**PDN straps and rails**

The bar under the picture is 50 µm long. Pins as bars on the die edge.
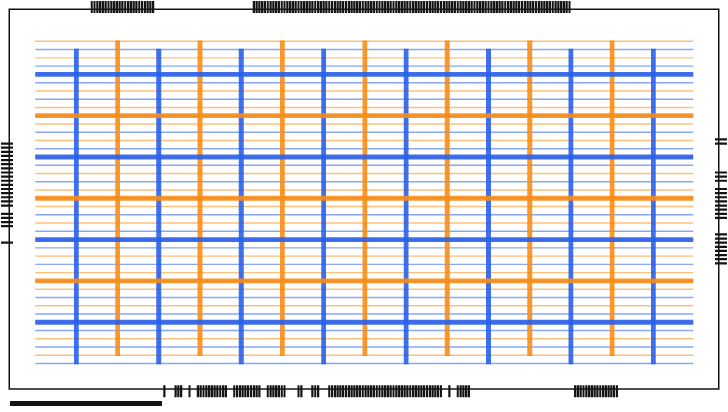
**Routing congestion**

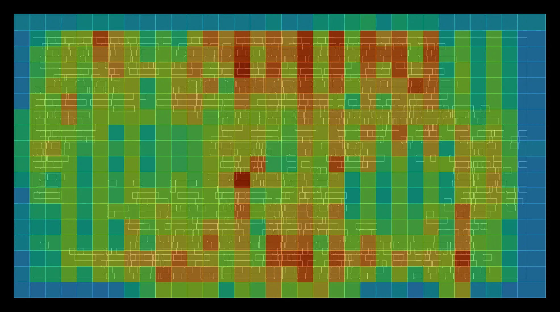
**Signal wires by layer**

The bar under the picture is 50 µm long.
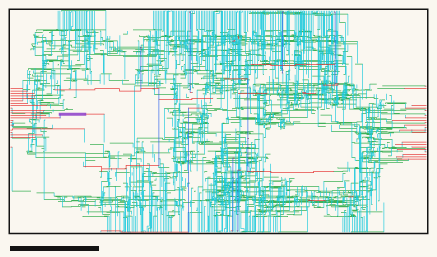
**Clock network drawn from the DEF**

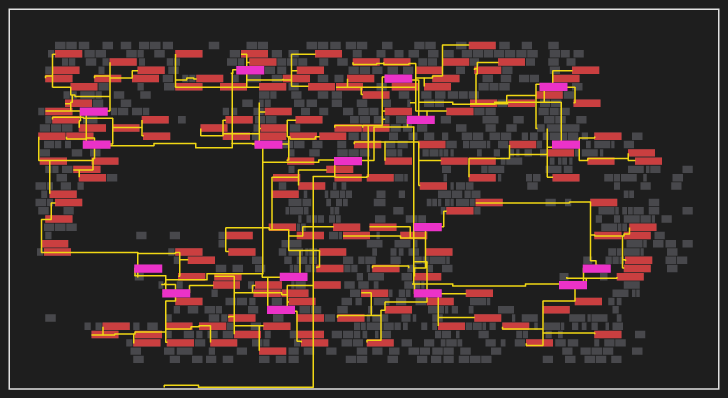
[config.mk]
export PLATFORM = sky130hd
export DESIGN_NAME = mem_port_arbiter
export DESIGN_NICKNAME = d
export VERILOG_FILES = /design/src/rtl/mem_arb_pkg.sv /design/src/rtl/mem_port_arbiter.sv
export SDC_FILE = /design/constraint.sdc
export NUM_CORES = 1
export LEC_CHECK = 0
export ABC_AREA = 0
export ABC_CLOCK_PERIOD_IN_PS = 4700
export CORE_ASPECT_RATIO = 0.5
export CORE_MARGIN = 8
export CORE_UTILIZATION = 26
export DETAILED_ROUTE_END_ITERATION = 10
export HOLD_SLACK_MARGIN = 0.06
export SLEW_MARGIN = 40
export SYNTH_ARGS = -nofsm -noshare
export SYNTH_HDL_FRONTEND = slang
export SYNTH_SLANG_ARGS = --single-unit
[constraint.sdc]
create_clock -name clk -period 4.7 [get_ports clk]
set_input_delay 0.94 -clock clk [delete_from_list [all_inputs] [get_ports clk]]
set_output_delay 0.94 -clock clk [all_outputs]
set_load 0.05 [all_outputs]
[src/rtl/mem_arb_pkg.sv]
// Shared types for the instruction/data memory port arbiter: FSM states,
// grant owner encoding and the latched memory command.
package mem_arb_pkg;

  // Command struct width; the arbiter's DataWidth must match this value.
  localparam int unsigned ARB_DW = 32;

  typedef enum logic [1:0] {IDLE, BUSY, RESP} arb_state_t;

  typedef enum logic {GNT_I, GNT_D} arb_gnt_t;

  typedef struct packed {
    logic              we_re;
    logic [3:0]        mask;
    logic [ARB_DW-1:0] addr;
    logic [ARB_DW-1:0] wdata;
  } arb_cmd_t;

  // Data port wins unless fetch is waiting and has already been passed over too often.
  function automatic arb_gnt_t arb_pick(input logic d_req, input logic i_req,
                                        input logic starved);
    return (d_req && (!i_req || !starved)) ? GNT_D : GNT_I;
  endfunction

endpackage

[src/rtl/mem_port_arbiter.sv]
// Arbitrates one single-port memory between the fetch (I) and load/store (D)
// ports; D has priority, a starvation counter forces fetch progress, a timeout aborts hung accesses.
module mem_port_arbiter
  import mem_arb_pkg::*;
#(
  parameter int unsigned DataWidth  = ARB_DW,
  parameter int unsigned MaxDBurst  = 4,
  parameter int unsigned TimeoutCyc = 255
) (
  input  logic                 clk,
  input  logic                 rst,
  input  logic                 i_req,
  input  logic                 i_we_re,
  input  logic [3:0]           i_mask,
  input  logic [DataWidth-1:0] i_addr,
  output logic                 i_valid,
  output logic [DataWidth-1:0] i_rdata,
  input  logic                 d_req,
  input  logic                 d_we_re,
  input  logic [3:0]           d_mask,
  input  logic [DataWidth-1:0] d_addr,
  input  logic [DataWidth-1:0] d_wdata,
  output logic                 d_valid,
  output logic [DataWidth-1:0] d_rdata,
  output logic                 mem_req,
  output logic                 mem_we_re,
  output logic [3:0]           mem_mask,
  output logic [DataWidth-1:0] mem_addr,
  output logic [DataWidth-1:0] mem_wdata,
  input  logic                 mem_valid,
  input  logic [DataWidth-1:0] mem_rdata,
  output logic                 err
);

  localparam int unsigned SW = (MaxDBurst  < 2) ? 1 : $clog2(MaxDBurst + 1);
  localparam int unsigned TW = (TimeoutCyc < 2) ? 1 : $clog2(TimeoutCyc + 1);
  localparam logic [SW-1:0] MAX_D    = SW'(MaxDBurst);
  localparam logic [TW-1:0] TMO_LAST = TW'(TimeoutCyc - 1);

  arb_state_t r_state, w_state_nxt;
  arb_gnt_t   r_gnt, w_gnt;
  arb_cmd_t   r_cmd, w_cmd_in;
  logic       w_grant, w_done, w_abort;

  logic [SW-1:0]        r_starve_cnt;
  logic [TW-1:0]        r_tmo_cnt;
  logic                 r_mem_req, r_i_valid, r_d_valid, r_err;
  logic [DataWidth-1:0] r_i_rdata, r_d_rdata;

  always_ff @(posedge clk or negedge rst) begin
    if (!rst) r_state <= IDLE;
    else      r_state <= w_state_nxt;
  end

  always_comb begin
    w_state_nxt = r_state;
    w_grant     = 1'b0;
    w_done      = 1'b0;
    w_abort     = 1'b0;
    w_gnt       = arb_pick(d_req, i_req, r_starve_cnt == MAX_D);
    w_cmd_in    = (w_gnt == GNT_D) ? {d_we_re, d_mask, d_addr, d_wdata}
                                   : {i_we_re, i_mask, i_addr, {ARB_DW{1'b0}}};
    case (r_state)
      IDLE: if (d_req || i_req) begin
        w_grant     = 1'b1;
        w_state_nxt = BUSY;
      end
      BUSY: if (mem_valid) begin
        w_done      = 1'b1;
        w_state_nxt = RESP;
      end else if (r_tmo_cnt == TMO_LAST) begin
        w_abort     = 1'b1;
        w_state_nxt = RESP;
      end
      RESP:    w_state_nxt = IDLE;
      default: w_state_nxt = IDLE;
    endcase
  end

  always_ff @(posedge clk or negedge rst) begin
    if (!rst) begin
      r_gnt        <= GNT_I;
      r_cmd        <= '0;
      r_starve_cnt <= '0;
      r_tmo_cnt    <= '0;
      r_mem_req    <= 1'b0;
      r_i_valid    <= 1'b0;
      r_d_valid    <= 1'b0;
      r_i_rdata    <= '0;
      r_d_rdata    <= '0;
      r_err        <= 1'b0;
    end else begin
      r_mem_req <= (w_state_nxt == BUSY);
      r_i_valid <= 1'b0;
      r_d_valid <= 1'b0;
      r_i_rdata <= '0;
      r_d_rdata <= '0;
      r_err     <= 1'b0;
      r_tmo_cnt <= (r_state == BUSY) ? r_tmo_cnt + 1'b1 : '0;

      if (w_grant) begin
        r_gnt <= w_gnt;
        r_cmd <= w_cmd_in;
        if (w_gnt == GNT_I)
          r_starve_cnt <= '0;
        else if (i_req && (r_starve_cnt != MAX_D))
          r_starve_cnt <= r_starve_cnt + 1'b1;
      end

      // Response goes only to the owner; an aborted access returns zero data.
      if (w_done || w_abort) begin
        r_err <= w_abort;
        if (r_gnt == GNT_D) begin
          r_d_valid <= 1'b1;
          r_d_rdata <= w_done ? mem_rdata : '0;
        end else begin
          r_i_valid <= 1'b1;
          r_i_rdata <= w_done ? mem_rdata : '0;
        end
      end
    end
  end

  assign mem_req   = r_mem_req;
  assign mem_we_re = r_cmd.we_re;
  assign mem_mask  = r_cmd.mask;
  assign mem_addr  = r_cmd.addr;
  assign mem_wdata = r_cmd.wdata;
  assign i_valid   = r_i_valid;
  assign i_rdata   = r_i_rdata;
  assign d_valid   = r_d_valid;
  assign d_rdata   = r_d_rdata;
  assign err       = r_err;

endmodule

==> flow_metrics.py <==
# Synthesis and PnR figures
metrics = {
    "run_status": {
        "run_status": "finished clean",
    },
    "hold_path": {
        "hold_path_startpoint": "r_tmo_cnt[0]",
        "worstHoldPathCells": 1,
    },
    "clock_network": {
        "cts_setup_buffers": 0,
        "post_cts_resized": 0,
        "cts_max_path_buffers": 2,
    },
    "worst_setup_path": {
        "critPathTopFamily": "buffers and inverters",
        "crit_path_cell_chain": "clkdlybuf4s50_1",
        "worst_r2r_start": "r_starve_cnt[0]",
        "worst_ep_arrival_time_ns": 1.68,
        "critPathBufInv": 1,
        "worstSetupStartpoint": "mem_addr[2]",
        "r2r-end": "mem_wdata[18]",
        "cpPeakStageDelay_ns": 0.87,
        "timing.critical_path.required_ns": 3.76,
        "worstSetupEndpointType": "output pin",
        "setup.worst_path.start_class": "flop",
    },
    "synthesis": {
        "synth-cells-yosys": 500,
        "asyncSetResetFlopFracSynth": 1.00,
        "ys_seq_elements": 151,
        "synth_chip_area_um2": 6130,
        "ys.warnings.count": 0,
        "synthCells": 500,
    },
    "power_and_ir_drop": {
        "clock_net_power_w": 0.00134,
        "power.combinational.total_w": 0.00319,
        "leakage_nw": 4.17,
        "power_top_consumer": "combinational logic",
        "powerDensity_nw_per_um2": 655,
        "pwr-share-comb": 0.498,
        "seqPwrFrac": 0.293,
    },
    "final_layout": {
        "finalNetCount": 914,
        "fillers": 2160,
        "fin_area_um2": 9790,
        "post_layout_cell_count": 1089,
    },
    "place": {
        "dp.final_hpwl_mm": 14.8,
        "placed_cells_incl_taps": 1054,
        "placed_cell_area_um2": 9190,
        "pre_cts_ws_ns": 1.60,
    },
    "grt": {
        "grt.overflow.total": 0,
    },
    "sta": {
        "worst-slew-pin-transition_ns": 0.721,
        "period_used_share": 0.557,
        "clock.fmax_mhz": 382,
        "rsz_0062_raised_after_global_routing": "false",
    },
    "route": {
        "final_routed_drc_violation_total": 0,
    },
    "die": {
        "floorplan_core_density": 0.267,
    },
}
About 'PDN straps and rails':
Key: blue = VSS; orange = VDD
7 straps on met5. 40 met1 rails follow the rows.
worst ir drop on vdd: 0.367 mV
horizontal extent of the die: 233 µm
Core Footprint: 23000 µm²
die height: 125 µm

About 'routing congestion':
met1 usage: 0.159
met3 track demand over resource in global routing: 0.0432

About 'signal wires by layer':
Key: red = M3 [wire length 833 µm]; blue = M4 [wire length 383 µm]; cyan = M2 [wire length 11400 µm]; green = M1 [wire length 8010 µm]; purple = M5 [wire length 13.8 µm]
vias post-DR: 4945
global router's overall resource usage: 0.143
total wire length: 20.6 mm
detailed-route wire length per cell: 18.9 µm

About 'clock network drawn from the DEF':
Key: red = flip-flops [count 151]; yellow = clock wires [length 2220 µm]; magenta = clock-net drivers [count 17]
There are 18 routed clock nets. Position of the flops: all over the die.

[how the worst max path moves through the flow]
stage,to,depth (start not counted)
2_1_floorplan,mem_addr[10],5
3_3_place_gp,mem_we_re,5
3_5_place_dp,mem_addr[1],5
6_report,mem_addr[2],1
4_1_cts,mem_addr[2],1
5_1_grt,mem_addr[31],5
[Yosys cell counts, types with 4 or more instances]
master,n,share of area
dfrtp_1,151,0.62
and2_1,66,0.067
nand3_1,43,0.035
inv_1,40,0.024
nand4_1,38,0.039
a22o_1,33,0.047
o221ai_2,30,0.073
buf_2,19,0.016
clkbuf_1,14,0.0086
nor2_1,8,0.0049
o221ai_1,7,0.010
nand2_1,6,0.0037
o21ai_0,6,0.0049
ha_1,4,0.0082
[cell type report]
class / count / area (µm²) / area share
diodes: 2 / 5.00 / 0.000511
clock buffers: 22 / 484 / 0.0495
clock inverters: 10 / 95.1 / 0.00972
inverters: 40 / 150 / 0.0153
multi-input cells: 267 / 2000 / 0.205
flip-flops and latches: 151 / 3780 / 0.386
well taps: 307 / 384 / 0.0392
repair buffers: 290 / 2890 / 0.295
[metal layers]
| metal | up-vias | global-route usage | part of all wire |
|---|---|---|---|
| met1 | 2522 | 0.159 | 0.39 |
| met5 | - | 0 | 0.00063 |
| li1 | 2314 | - | - |
| met3 | 22 | 0.0432 | 0.040 |
| met4 | 2 | 0.0590 | 0.019 |
| met2 | 85 | 0.251 | 0.55 |
[cells by family (layout without fill, tap and decap cells)]
kind of cell | after synthesis | in the layout | share of synthesized area
xor+xnor | 3 | 3 | 0.00429
flops | 151 | 151 | 0.617
buf+inv | 82 | 362 | 0.0596
compound gates | 83 | 83 | 0.143
other cells | 0 | 2 | 0
simple gates | 177 | 177 | 0.168
fa+ha+maj | 4 | 4 | 0.00817
Power is estimated from default activity; no workload was simulated.
